Figure 1. Floorplan with the power grid.
The bar under the picture is 20 um long. Pins as bars on the die edge. Tap cells in gray.
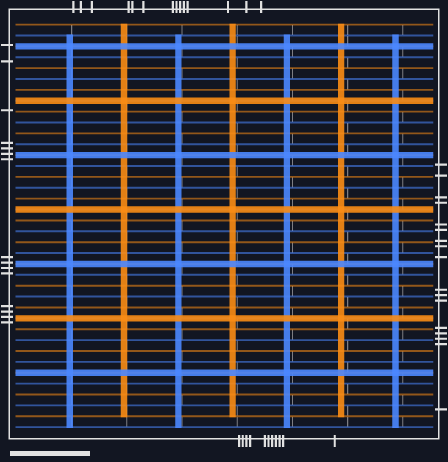
Figure 2. Placed cells, one color a class.
The bar under the picture is 20 um long.
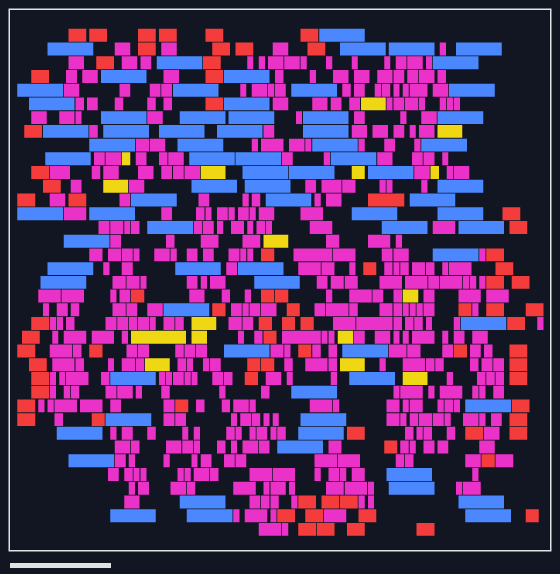
Figure 3. Clock distribution.
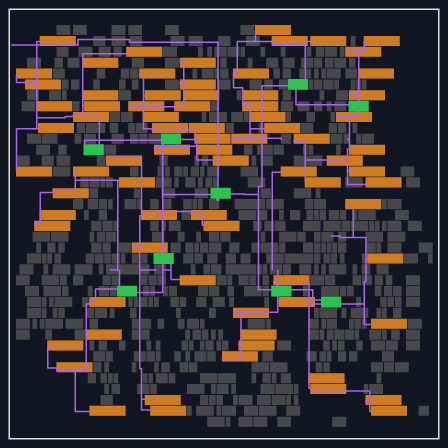
Figure 4. Metal layers overlaid.
The bar under the picture is 20 um long. Only two layers are drawn.
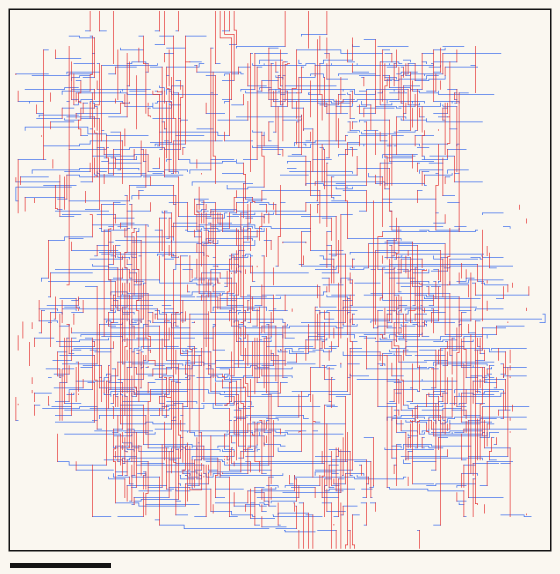
<file path="src/rtl/cpu_clk_pkg.sv">
// Shared encodings for the CPU clock-enable controller.
package cpu_clk_pkg;

  localparam int unsigned MODE_W = 2;

  // Operating mode selected by the board switches
  localparam logic [MODE_W-1:0] MODE_STEP  = 2'b00;
  localparam logic [MODE_W-1:0] MODE_RUN   = 2'b01;
  localparam logic [MODE_W-1:0] MODE_BURST = 2'b10;
  localparam logic [MODE_W-1:0] MODE_HOLD  = 2'b11;

  // Controller state
  typedef enum logic [1:0] {
    IDLE   = 2'd0,
    RUN    = 2'd1,
    BURST  = 2'd2,
    HALTED = 2'd3
  } state_e;

  // True while the controller is producing enables on its own
  function automatic logic state_is_busy(input state_e s);
    return (s == RUN) || (s == BURST);
  endfunction

endpackage

</file>
<file path="src/rtl/cpu_clk_ctrl_btn_debounce.sv">
// Push-button conditioning: synchroniser, debounce counter and press pulse.
module btn_debounce #(
  parameter int unsigned DEBOUNCE_CYCLES = 1000000,
  parameter int unsigned SYNC_STAGES     = 2
) (
  input  logic clk_i,
  input  logic rst_ni,
  input  logic btn_i,
  output logic level_o,
  output logic rise_o
);

  localparam int unsigned CNT_W   = (DEBOUNCE_CYCLES > 1) ? $clog2(DEBOUNCE_CYCLES) : 1;
  localparam logic [CNT_W-1:0] CNT_MAX = CNT_W'(DEBOUNCE_CYCLES - 1);

  logic [SYNC_STAGES-1:0] sync_q;
  logic [CNT_W-1:0]       cnt_q, cnt_d;
  logic                   level_q, level_d;
  logic                   rise_q, rise_d;
  logic                   sample_c;

  assign sample_c = sync_q[SYNC_STAGES-1];

  // Metastability synchroniser on the raw button
  always_ff @(posedge clk_i or negedge rst_ni) begin
    if (!rst_ni) begin
      sync_q <= '0;
    end else begin
      sync_q <= {sync_q[SYNC_STAGES-2:0], btn_i};
    end
  end

  // Accept a new level only after it has been stable long enough
  always_comb begin
    cnt_d   = cnt_q;
    level_d = level_q;
    rise_d  = 1'b0;
    if (sample_c != level_q) begin
      if (cnt_q == CNT_MAX) begin
        level_d = sample_c;
        cnt_d   = '0;
        rise_d  = sample_c;
      end else begin
        cnt_d = cnt_q + CNT_W'(1);
      end
    end else begin
      cnt_d = '0;
    end
  end

  // Debounce state registers
  always_ff @(posedge clk_i or negedge rst_ni) begin
    if (!rst_ni) begin
      cnt_q   <= '0;
      level_q <= 1'b0;
      rise_q  <= 1'b0;
    end else begin
      cnt_q   <= cnt_d;
      level_q <= level_d;
      rise_q  <= rise_d;
    end
  end

  assign level_o = level_q;
  assign rise_o  = rise_q;

endmodule

</file>
<file path="src/rtl/cpu_clk_ctrl.sv">
// CPU clock-enable generator: single-step, divided free-run and fixed bursts.
module cpu_clk_ctrl
  import cpu_clk_pkg::*;
#(
  parameter int unsigned DEBOUNCE_CYCLES = 1000000,
  parameter int unsigned DIV_WIDTH       = 24,
  parameter int unsigned BURST_WIDTH     = 8,
  parameter int unsigned SYNC_STAGES     = 2,
  parameter int unsigned CNT_WIDTH       = 16
) (
  input  logic                   sys_clk,
  input  logic                   reset,
  input  logic                   step_btn,
  input  logic [MODE_W-1:0]      mode,
  input  logic [DIV_WIDTH-1:0]   div_limit,
  input  logic [BURST_WIDTH-1:0] burst_len,
  input  logic                   halt,
  output logic                   cpu_clk_en,
  output logic [CNT_WIDTH-1:0]   tick_count,
  output logic                   busy,
  output logic                   halted
);

  state_e                 state_q, state_d;
  logic [DIV_WIDTH-1:0]   div_q, div_d;
  logic [BURST_WIDTH-1:0] burst_q, burst_d;
  logic [CNT_WIDTH-1:0]   tick_q, tick_d;
  logic                   en_q, en_d;
  logic                   busy_q, halted_q;
  logic                   btn_level, btn_rise;
  logic                   press_c, div_hit_c, div_over_c;

  btn_debounce #(
    .DEBOUNCE_CYCLES(DEBOUNCE_CYCLES),
    .SYNC_STAGES    (SYNC_STAGES)
  ) u_btn (
    .clk_i  (sys_clk),
    .rst_ni (reset),
    .btn_i  (step_btn),
    .level_o(btn_level),
    .rise_o (btn_rise)
  );

  // A press is the debounced 0->1 edge; level is high whenever rise fires
  assign press_c    = btn_rise & btn_level;
  assign div_hit_c  = (div_q == div_limit);
  assign div_over_c = (div_q > div_limit);

  // Next-state, divider, burst and enable decisions
  always_comb begin
    state_d = state_q;
    div_d   = div_q;
    burst_d = burst_q;
    en_d    = 1'b0;

    if (halt) begin
      state_d = HALTED;
      div_d   = '0;
      burst_d = '0;
    end else begin
      unique case (state_q)
        IDLE: begin
          case (mode)
            MODE_STEP: begin
              en_d = press_c;
            end
            MODE_RUN: begin
              state_d = RUN;
              div_d   = '0;
            end
            MODE_BURST: begin
              if (press_c && (burst_len != '0)) begin
                state_d = BURST;
                burst_d = burst_len;
                div_d   = '0;
              end
            end
            default: begin
            end
          endcase
        end

        RUN: begin
          if (mode != MODE_RUN) begin
            state_d = IDLE;
            div_d   = '0;
          end else if (div_hit_c) begin
            en_d  = 1'b1;
            div_d = '0;
          end else if (div_over_c) begin
            div_d = '0;
          end else begin
            div_d = div_q + DIV_WIDTH'(1);
          end
        end

        BURST: begin
          if (mode != MODE_BURST) begin
            state_d = IDLE;
            div_d   = '0;
            burst_d = '0;
          end else if (burst_q == '0) begin
            state_d = IDLE;
            div_d   = '0;
          end else if (div_hit_c) begin
            en_d    = 1'b1;
            div_d   = '0;
            burst_d = burst_q - BURST_WIDTH'(1);
          end else if (div_over_c) begin
            div_d = '0;
          end else begin
            div_d = div_q + DIV_WIDTH'(1);
          end
        end

        HALTED: begin
          if (mode == MODE_HOLD) begin
            state_d = IDLE;
          end
        end

        default: begin
          state_d = IDLE;
        end
      endcase
    end

    tick_d = en_d ? (tick_q + CNT_WIDTH'(1)) : tick_q;
  end

  // State and output registers
  always_ff @(posedge sys_clk or negedge reset) begin
    if (!reset) begin
      state_q  <= IDLE;
      div_q    <= '0;
      burst_q  <= '0;
      tick_q   <= '0;
      en_q     <= 1'b0;
      busy_q   <= 1'b0;
      halted_q <= 1'b0;
    end else begin
      state_q  <= state_d;
      div_q    <= div_d;
      burst_q  <= burst_d;
      tick_q   <= tick_d;
      en_q     <= en_d;
      busy_q   <= state_is_busy(state_d);
      halted_q <= (state_d == HALTED);
    end
  end

  assign cpu_clk_en = en_q;
  assign tick_count = tick_q;
  assign busy       = busy_q;
  assign halted     = halted_q;

endmodule

</file>
<file path="config.mk">
export PLATFORM = sky130hd
export DESIGN_NAME = cpu_clk_ctrl
export DESIGN_NICKNAME = d
export VERILOG_FILES = /design/src/rtl/cpu_clk_pkg.sv /design/src/rtl/cpu_clk_ctrl_btn_debounce.sv /design/src/rtl/cpu_clk_ctrl.sv
export SDC_FILE = /design/constraint.sdc
export NUM_CORES = 1
export LEC_CHECK = 0
export CORE_UTILIZATION = 45
export DETAILED_ROUTE_END_ITERATION = 10
export PLACE_DENSITY_LB_ADDON = 0.2
export SLEW_MARGIN = 5
export SYNTH_ARGS = -nofsm -noshare
export SYNTH_HDL_FRONTEND = slang
export SYNTH_SLANG_ARGS = --single-unit
</file>
<file path="constraint.sdc">
create_clock -name sys_clk -period 2.86 [get_ports sys_clk]
set_clock_uncertainty 0.05 [all_clocks]
set_input_delay 0.429 -clock sys_clk [delete_from_list [all_inputs] [get_ports sys_clk]]
set_output_delay 0.429 -clock sys_clk [all_outputs]
set_load 0.05 [all_outputs]
</file>
==> job_summary.md <==
### Metrics collected by this job

| Metric | Value |
|---|---|
| IO Count | `approximately 57` |
| Largest net degree at the start of global routing | `around 78` |
| Port Buffers | `about 56` |
| Gate Count Post-Synth | `between 500 and 600` |
| Initial antenna violation count | `0` |
| Vias in the first global route | `4228` |
| First-pass GRT wire length | `19900 um` |
| Syn avg cell area | `8.957 sq um` |
| Sequential element share of the synthesized area | `0.3883` |
| Placed cell count | `about 750` |
| N_taps | `136` |
| Max-Cap Viols | `0` |
| Number of inserted diodes | `0` |
| Non-clk invs | `~50` |
| Setup crit start | `div_limit[9]` |
| Max Buffers Root-to-Sink | `2` |
| Fin cells | `between 700 and 800` |
| Clk root buf | `clkbuf_8` |
| Final setup violation count | `0` |
| Post-cts resize count | `0` |
| Bufs w/o clock | `between 70 and 80` |
| Yosys top cell area share | `0.3883` |
| Setup bufs post-CTS | `0` |
| Mapped cell area | `roughly 0.005 sq mm` |
| Post-Syn Nets | `around 630` |
| Final Hold Vio Count | `0` |
| Biggest area cells | `dfrtp_1, ha_1, nand2_1, nand4_1, nand3_1` |
| Post-DR vias/cell | `roughly 5.7` |
| Layout cells sized above 1 | `0.09062` |
| DRC | `0` |
| Antenna viol nets, final | `0` |
| Clock transition at path regs | `approximately 0.090 ns` |
| Yosys stat area | `about 0.005 sq mm` |
| Commonest flop | `dfrtp_1` |
| Grt ovf | `0` |
| Data required time of the worst path | `a little over 3 ns` |
| Most frequent cells after synthesis | `dfrtp_1, nand2_1, inv_1` |
| Clock-cell share | `0.03316` |
| Fillers | `between 900 and 1k` |
| Largest fanout on the critical path | `11` |
| Max-slew headroom | `0.3360` |
| Critical path endpoint | `div_q[15]` |
| Tmin final | `approximately 2.7 ns` |
| Area delta synth->final | `20.15%` |
| Distinct lib cells used | `just over 60` |
| Crit path arrival time | `2.88 ns` |
| Fmax | `about 0.37 GHz` |
| Setup crit start kind | `input pin` |
| WL final | `11770 um` |
| Tightest Pin Transition | `0.9960 ns` |
| Drt first pass iters | `4` |
| RSZ-0062 raised after global routing | `false` |
| Synth top cell by count | `dfrtp_1` |
| # H-tree levels | `3` |
| Die area | `about 0.011 sq mm` |
| Clock Sinks | `about 77` |
| Seq. cell area | `a little under 0.002 sq mm` |
| Comb_multi_in | `407` |
| Number of flops mapped to enable cells by yosys | `0` |
| Status | `complete, no violations` |
| Clock buf count | `9` |
| Multi-input combinational area share | `0.4590` |
| Biggest register | `div_q` |
| Hold_ws | `0.1670 ns` |
| Logic cell area | `roughly 0.0027 sq mm` |
| Tool warning count | `33` |
| Non-clock buffer share | `0.1247` |
| Tot Pwr | `2423 uW` |
| PwrDens | `just over 400 mW/mm^2` |
| Drt initial violations | `between 200 and 250` |
| Tcrit/Tclk final | `0.9329` |
| DP HPWL | `between 8000 and 9000 um` |
| Async S/R FF share, synth | `1.000` |
| Reg2reg end | `burst_q[5]` |
| Reg2reg start | `div_q[9]` |
| Nets | `approximately 700` |
| GP Congestion | `0.8241` |
| DR WL/cell | `approximately 15 um` |
| CTS Hold Buffers Added | `0` |
| Crit Path Class | `input pin to flip-flop` |
| Top class by area | `logic gates` |
| Yosys Instances | `between 500 and 600` |
| Max-slew violation count | `0` |
| Seq Cell Count | `approximately 77` |
| CP Capture Type | `flip-flop` |
| Leak | `roughly 0.0026 uW` |
| Synth area leader | `dfrtp_1` |
| TritonCTS clock tree | `yes` |
| Hold crit path type | `input pin to asynchronous set/reset pin` |
| Reg2Reg Depth | `7` |
| Fp_density | `0.4722` |
| Flip-flop count of the largest register after layout | `24` |
| Reg2Reg Setup Slack | `about 0.26 ns` |
| Synth warn | `0` |
| Num CTS Buffers | `9` |
| Register bit count reported by yosys | `roughly 77` |
## Picture notes: Figure 1
[VSS] blue
[VDD] orange
met4 straps: 7
signal pins: 57
met1 rails: 38
rows: 37
met5 straps: 7
die height: 107.0 um
Placeable Area: 0.01051 sq mm
Die Wd: 107.0 um
Max IR drop VDD: 248.8 uV

## Picture notes: Figure 2
[sequential cells] blue | cells: 77
[clock drivers and dummy loads] yellow | cells: 16
[combinational and other logic] magenta | cells: 457
[remaining buffers and delay cells] red | cells: 79
Placement Rows: 37
flop share of the area: 0.3232
post-route cell area: 0.005962 sq mm
Post-Route Utilization: 0.5673

## Picture notes: Figure 3
[flip-flops] orange | count: 77
[clock drivers] green | count: 9
[clock wires] purple | length: 1060 um
routed clock nets: 10
Clk pwr share: 0.346
Clk power: 838 uW
worst-skew pair later-pin latency: 0.36 ns

## Picture notes: Figure 4
[metal 2] red | wire length: 5580 um
[metal 1] blue | wire length: 5440 um
via count: 4340
Total GRT Usage: 0.2204

[where the power goes]
group,leakage (uW),total [uW],internal [uW],switching (uW)
logic,0.00146,440,193,247
registers,0.00106,1150,1120,28.4
clock network,0.0000996,838,406,432
[stage by stage]
step / area [sq um] / setup TNS (ns) / setup WS (ns)
final: 5962 / 0 / 0.1920
after global routing: 5962 / 0 / 0.01398
after CTS: 5962 / 0 / 0.2278
after detailed placement: 5764 / -2.578 / -0.1720
after global placement: 5764 / -1.273 / -0.1201
after floorplan: 4962 / 0 / 0.4939
[metal layers]
layer	vias up	wire length, um	track usage
met5	-	0	0
met4	0	152	0.06556
met3	11	597	0.04255
met2	104	5583	0.3691
met1	2096	5435	0.2880
li1	2129	-	-
[kinds of logic (layout without fill, tap and decap cells)]
logic type                 count (synthesis)  after routing  synth area share
AOI/OAI and AO/OA                         93             93            0.1299
muxes                                      5              5           0.01059
DFF                                       77             77            0.3883
and+or+nand+nor                          235            235            0.2516
adders and majority gates                 38             38           0.09582
buffers and inverters                     70            145           0.06026
xor gates and xnor gates                  36             36           0.06354
[critical path, stage by stage]
cell and delay [ns]:
clkdlybuf4s50_1 0.45, inv_1 0.04, ha_1 0.31, a21oi_1 0.13, o21ai_0 0.22, and2b_2 0.27
o21ai_0 0.33, nand4b_1 0.18, buf_4 0.21, o311ai_0 0.30
[cell usage in the layout (no fill, tap or decap), drive strengths merged, types with 6 or more instances in the layout]
cell and instances:
nand3 37, clkbuf 9, nand2 51, ha 38, dfrtp 77, o211ai 6
nor2 46, a41oi 10, o22ai 13, xnor2 19, nor3 8, clkdlybuf4s50 55
and2 7, buf 24, a31oi 7, and3 12, nand4 32, nor4 12
o21ai 12, inv 50, a21oi 18, xor2 17
No activity file was given, so power comes from the tool's default toggle rates.
